gates.png
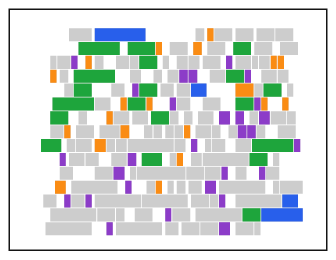
class_map.png
Bar = 20 um. Fill, decap, tap and diode cells in gray.
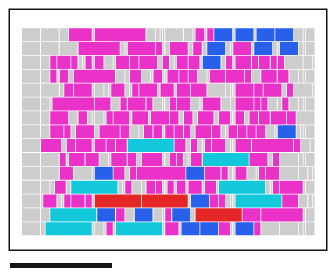
sizing.png
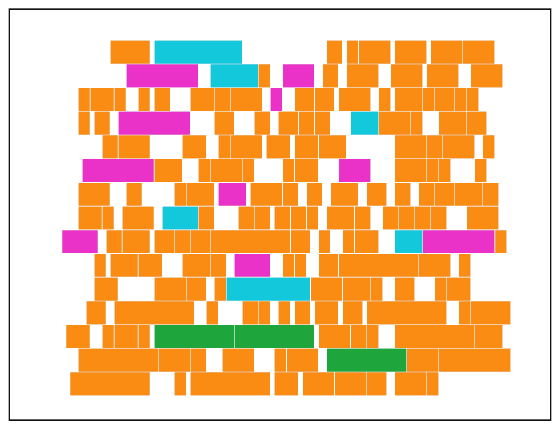
m2.png
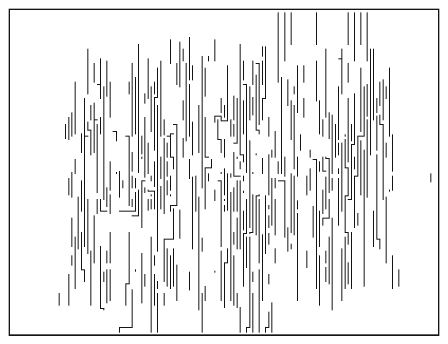
File: src/rtl/prio_encoder_rr_if.sv
// Request/result handshake bundle for prio_encoder_rr.
// master drives requests and accepts results; slave is the encoder.
interface prio_encoder_rr_if #(
  parameter int N = 8,
  parameter int W = $clog2(N)
);
  logic         mode;
  logic         in_valid;
  logic         in_ready;
  logic [N-1:0] req_i;
  logic         out_valid;
  logic         out_ready;
  logic [W-1:0] y;
  logic         zero;

  modport master (
    output mode,
    output in_valid,
    input  in_ready,
    output req_i,
    input  out_valid,
    output out_ready,
    input  y,
    input  zero
  );

  modport slave (
    input  mode,
    input  in_valid,
    output in_ready,
    input  req_i,
    output out_valid,
    input  out_ready,
    output y,
    output zero
  );
endinterface

File: src/rtl/prio_encoder_rr.sv
// Registered N-to-log2(N) priority encoder, fixed or round-robin.
// One output register; input stalls only while a result is held.
module prio_encoder_rr #(
  parameter int N = 8,
  parameter int W = $clog2(N)
) (
  input logic           clk,
  input logic           rst,
  prio_encoder_rr_if.slave bus
);

  logic [W-1:0] ptr;
  logic [W-1:0] start;
  logic [W-1:0] idx;
  logic [W-1:0] win;
  logic         hit;
  logic         accept;
  logic         consume;
  logic         out_valid_q;
  logic [W-1:0] y_q;
  logic         zero_q;

  assign bus.in_ready  = !out_valid_q || bus.out_ready;
  assign bus.out_valid = out_valid_q;
  assign bus.y         = y_q;
  assign bus.zero      = zero_q;

  assign accept  = bus.in_valid && bus.in_ready;
  assign consume = out_valid_q && bus.out_ready;

  // Fixed mode is a downward search from N-1; RR starts just below ptr.
  always_comb begin
    start = bus.mode ? ptr - 1'b1 : {W{1'b1}};
    idx   = '0;
    win   = '0;
    hit   = 1'b0;
    for (int i = 0; i < N; i++) begin
      idx = start - W'(i);
      if (!hit && bus.req_i[idx]) begin
        hit = 1'b1;
        win = idx;
      end
    end
  end

  always_ff @(posedge clk or posedge rst) begin
    if (rst) begin
      out_valid_q <= 1'b0;
      y_q         <= '0;
      zero_q      <= 1'b0;
      ptr         <= '0;
    end else begin
      if (accept) begin
        out_valid_q <= 1'b1;
        y_q         <= win;
        zero_q      <= !hit;
        if (bus.mode && hit) begin
          ptr <= win;
        end
      end else if (consume) begin
        out_valid_q <= 1'b0;
      end
    end
  end

endmodule

File: src/flat_wrapper.sv
// flat-port wrapper written by rule: the top's interface ports become plain ports
module prio_encoder_rr_flat 
#(
  parameter int N = 8,
  parameter int W = $clog2(N)
)
  (clk, rst, bus_mode, bus_in_valid, bus_in_ready, bus_req_i, bus_out_valid, bus_out_ready, bus_y, bus_zero);
  prio_encoder_rr_if #(.N(N), .W(W)) bus_i ();
  input logic clk;
  input logic rst;
  input wire logic [$bits(bus_i.mode)-1:0] bus_mode;
  input wire logic [$bits(bus_i.in_valid)-1:0] bus_in_valid;
  output wire logic [$bits(bus_i.in_ready)-1:0] bus_in_ready;
  input wire logic [$bits(bus_i.req_i)-1:0] bus_req_i;
  output wire logic [$bits(bus_i.out_valid)-1:0] bus_out_valid;
  input wire logic [$bits(bus_i.out_ready)-1:0] bus_out_ready;
  output wire logic [$bits(bus_i.y)-1:0] bus_y;
  output wire logic [$bits(bus_i.zero)-1:0] bus_zero;
  assign bus_i.mode = bus_mode;
  assign bus_i.in_valid = bus_in_valid;
  assign bus_in_ready = bus_i.in_ready;
  assign bus_i.req_i = bus_req_i;
  assign bus_out_valid = bus_i.out_valid;
  assign bus_i.out_ready = bus_out_ready;
  assign bus_y = bus_i.y;
  assign bus_zero = bus_i.zero;
  prio_encoder_rr #(.N(N), .W(W)) u_core (.clk(clk), .rst(rst), .bus(bus_i));
endmodule
File: config.mk
export PLATFORM = sky130hd
export DESIGN_NAME = prio_encoder_rr_flat
export DESIGN_NICKNAME = d
export VERILOG_FILES = /design/src/rtl/prio_encoder_rr_if.sv /design/src/rtl/prio_encoder_rr.sv /design/src/flat_wrapper.sv
export SDC_FILE = /design/constraint.sdc
export NUM_CORES = 1
export LEC_CHECK = 0
export CORE_AREA = 2 2 60 45
export CTS_BUF_LIST = sky130_fd_sc_hd__clkbuf_16
export DETAILED_ROUTE_END_ITERATION = 16
export DIE_AREA = 0 0 62 47
export GPL_TIMING_DRIVEN = 1
export PLACE_DENSITY = 0.84
export SLEW_MARGIN = 20
export SYNTH_ARGS = -nofsm -noshare
export SYNTH_HDL_FRONTEND = slang
export SYNTH_SLANG_ARGS = --single-unit
export TNS_END_PERCENT = 30
File: constraint.sdc
create_clock -name clk -period 7.56 [get_ports clk]
set_input_delay 1.134 -clock clk [delete_from_list [all_inputs] [get_ports clk]]
set_output_delay 1.134 -clock clk [all_outputs]
set_load 0.005 [all_outputs]
==> impl_metrics.csv <==
group,metric,value,unit
global_routing,grt_max_degree,25,
worst_setup_path,path_class,"in2reg",
job,warnings,26,
outcome,outcome,"completed",
worst_setup_path,cp-end-kind,"register",
pwr,power.switching,0.000436,W
floorplanning,initCoreUtil,57.0,%
final_timing,rsz0062_at_grt,"false",
detailed_routing,drc,0,
detailed_routing,via_per_inst,6.33,
yosys,synthAoiAreaFrac,29.4,%
clocking,cts_setup_buffers,0,
global_routing,grtUsageMet1,42.7,%
layout,logic_gate_count,142,
placement,hpwlAfterDp,2.80,mm
clocking,cts_resized,0,
yosys,synth.cellmix.simpleShare,23.3,%
detailed_routing,maxUsedRoutingLayer,"met4",
final_timing,relSlewSlack,47.3,%
detailed_routing,route.met3.wl,254,um
placement,port_buffers,18,
detailed_routing,detail_route.first_pass.iterations,4,
detailed_routing,wl_met2,1.61,mm
clocking,clock_sinks,8,
placement,gp_congestion,0.961,
floorplanning,fp.dieW,62,um
yosys,avgSynthCellArea,7.91,um2
layout,dominant_cells,"combinational gates",
yosys,synth_cells,169,
pwr,internal_power,0.000418,W
layout,final_nets,199,
yosys,ys_cells,169,
global_routing,grtUsageTotal,27.1,%
layout,finalNonFillerCells,216,
placement,pre_cts_ws,2.63,ns
global_routing,grt.overflow.total,0,
layout,logic_area,1040,um2
worst_setup_path,cp.arrival,4.85,ns
final_timing,hold_viol,0,
job,drv_cap,0,
clocking,cts.clk_slew.worst_paths,0.04,ns
yosys,async_reset_ff_share,100,%
yosys,ys_top_logic_family,"AND-OR/OR-AND gates",
clocking,clk_latency,0.23,ns
pwr,ir_worst_vdd,0.238,mV
global_routing,met2_usage,40.6,%
yosys,edf_count,0,
global_routing,grt_pass1_wl,5.82,mm
yosys,synth_adder_area_share,1.87,%
floorplanning,tapCellCount,34,
layout,sh_comb_area,66.0,%
global_routing,grt_pass1_vias,1189,
yosys,syn-cell-area,1340,um2
layout,clk_share,4.74,%
placement,dpl.cell_count,213,
detailed_routing,routedWlPerCell,16.8,um
final_timing,finalClockPeriodUsage,63.0,%
layout,clkbuf_count,3,
global_routing,grt_util_met3,4.13,%
yosys,yosysTopAreaCell,"dfrtp_1",
global_routing,busiest_layer,"met1",
detailed_routing,route.antenna.remaining_nets,0,
pwr,p_per_area,539,nW/um2
placement,postPlaceCellArea,1510,um2
layout,diodes,0,
clocking,cts_made_buffers,3,
final_timing,setup_violations,0,
floorplanning,fp.coreArea,2350,um2
floorplanning,chip_area,2910,um2
detailed_routing,drt_iter0_drc,181,
pwr,p_clk_share,10.3,%
clocking,root_buffer,"clkbuf_16",
yosys,fp_nets,184,
min_path,min_path_type,"reg2reg",
clocking,tritoncts,"yes",
pwr,combPwrFrac,80.2,%
floorplanning,rows,15,
yosys,synthDistinctLibCells,48,
layout,nFillCells,192,
yosys,ys_ff,8,
final_timing,max_slew.worst_pin.slew,0.768,ns
final_timing,hold_slack,0.487,ns
worst_setup_path,cp_max_fo,24,
clocking,hold_buffers,0,
final_timing,min_period,4.76,ns
final_timing,drv_slew,0,
yosys,yosys-top-cells-count,"nand2_1 (17), nor2_1 (15), a21oi_1 (13)",
layout,area_growth,18.5,%
global_routing,antenna_found_initial,0,
final_timing,clock-skew-final,0.00271,ns
clocking,cts_max_level,1,
final_timing,timing.fmax,0.210,GHz
final_timing,tns,0,ns
detailed_routing,routed_wl,3.62,mm
pwr,p_sw_share,51.0,%
layout,buf_share,11.4,%
## Picture notes: gates.png
blue -> xor and xnor cells  # cells 4
orange -> nor cells  # cells 20, most used nor2_1
purple -> nand cells  # cells 28, most used nand2_1
green -> mux cells  # cells 19, most used mux2i_1

## Picture notes: class_map.png
magenta -> remaining logic cells  # cells 153, share of their area 70%
blue -> remaining buffers and delay cells  # cells 18, share of their area 12%
cyan -> sequential cells  # cells 8, share of their area 13%
red -> clock-net drivers  # cells 3, share of their area 4.9%
final instance area: 1580 um2
Seq/total area: 12.6%
Util after Layout: 67.5%

## Picture notes: sizing.png
orange -> x1 and smaller  # cells 163, share 90%
green -> x6 and larger  # cells 3, share 1.6%
cyan -> x3 and x4  # cells 6, share 3.3%
magenta -> x2  # cells 10, share 5.5%
buffers outside the clock class: 18
Final WS setup: 2.80 ns

## Picture notes: m2.png
nets with wire on the layer = 169
longest straight run = 21.4 um
wire length on this layer = 1610 um
main direction = vertical

## cell usage in the layout, fill, tap and decap left out, types with 3 or more instances in the layout
cell / count
a21oi_1: 13
and2_1: 3
clkbuf_16: 3
clkdlybuf4s50_1: 18
dfrtp_1: 8
inv_1: 10
mux2i_1: 12
mux4_2: 4
nand2_1: 17
nand2b_1: 5
nand3_1: 6
nor2_1: 15
o21ai_0: 12
o221ai_1: 3
o31ai_1: 7
or3_1: 3
## power groups by stage
stage	clock [W]	sequential [W]	combinational [W]
floorplan	0	0.0000692	0.000551
global placement	0	0.0000801	0.000667
detailed placement	0	0.0000810	0.000668
CTS	0.0000880	0.0000807	0.000673
global route	0.0000906	0.0000837	0.000746
finish	0.0000881	0.0000813	0.000685
## registers in the layout, indices dropped and copies added, names as in the netlist
register	count
u_core.bus.out_valid	1
u_core.bus.y	3
u_core.bus.zero	1
u_core.ptr	3
## final timing paths
check                      slack (ns)                         from                     endpoint  cells past startpoint
max                              2.80                     bus_mode    u_core.ptr[2]$_DFFE_PP0P_                      9
min in group asynchronous        1.16                          rst    u_core.ptr[2]$_DFFE_PP0P_                      2
min reg2reg                      0.49  u_core.bus.y[2]$_DFFE_PP0P_  u_core.bus.y[2]$_DFFE_PP0P_                      2
max in group asynchronous        6.16                          rst  u_core.bus.y[1]$_DFFE_PP0P_                      2
max reg2reg                      3.26    u_core.ptr[0]$_DFFE_PP0P_    u_core.ptr[2]$_DFFE_PP0P_                     10
min                              0.49  u_core.bus.y[2]$_DFFE_PP0P_  u_core.bus.y[2]$_DFFE_PP0P_                      2
## critical path, stage by stage
cell and delay [ns]:
clkdlybuf4s50_1 0.97, and2_4 0.33, inv_2 0.09, ha_1 0.26, xnor2_4 0.34, mux4_2 0.60, or4_4 0.54, o311ai_4 0.41
o21ai_0 0.16
No activity file was given, so power comes from the tool's default toggle rates.
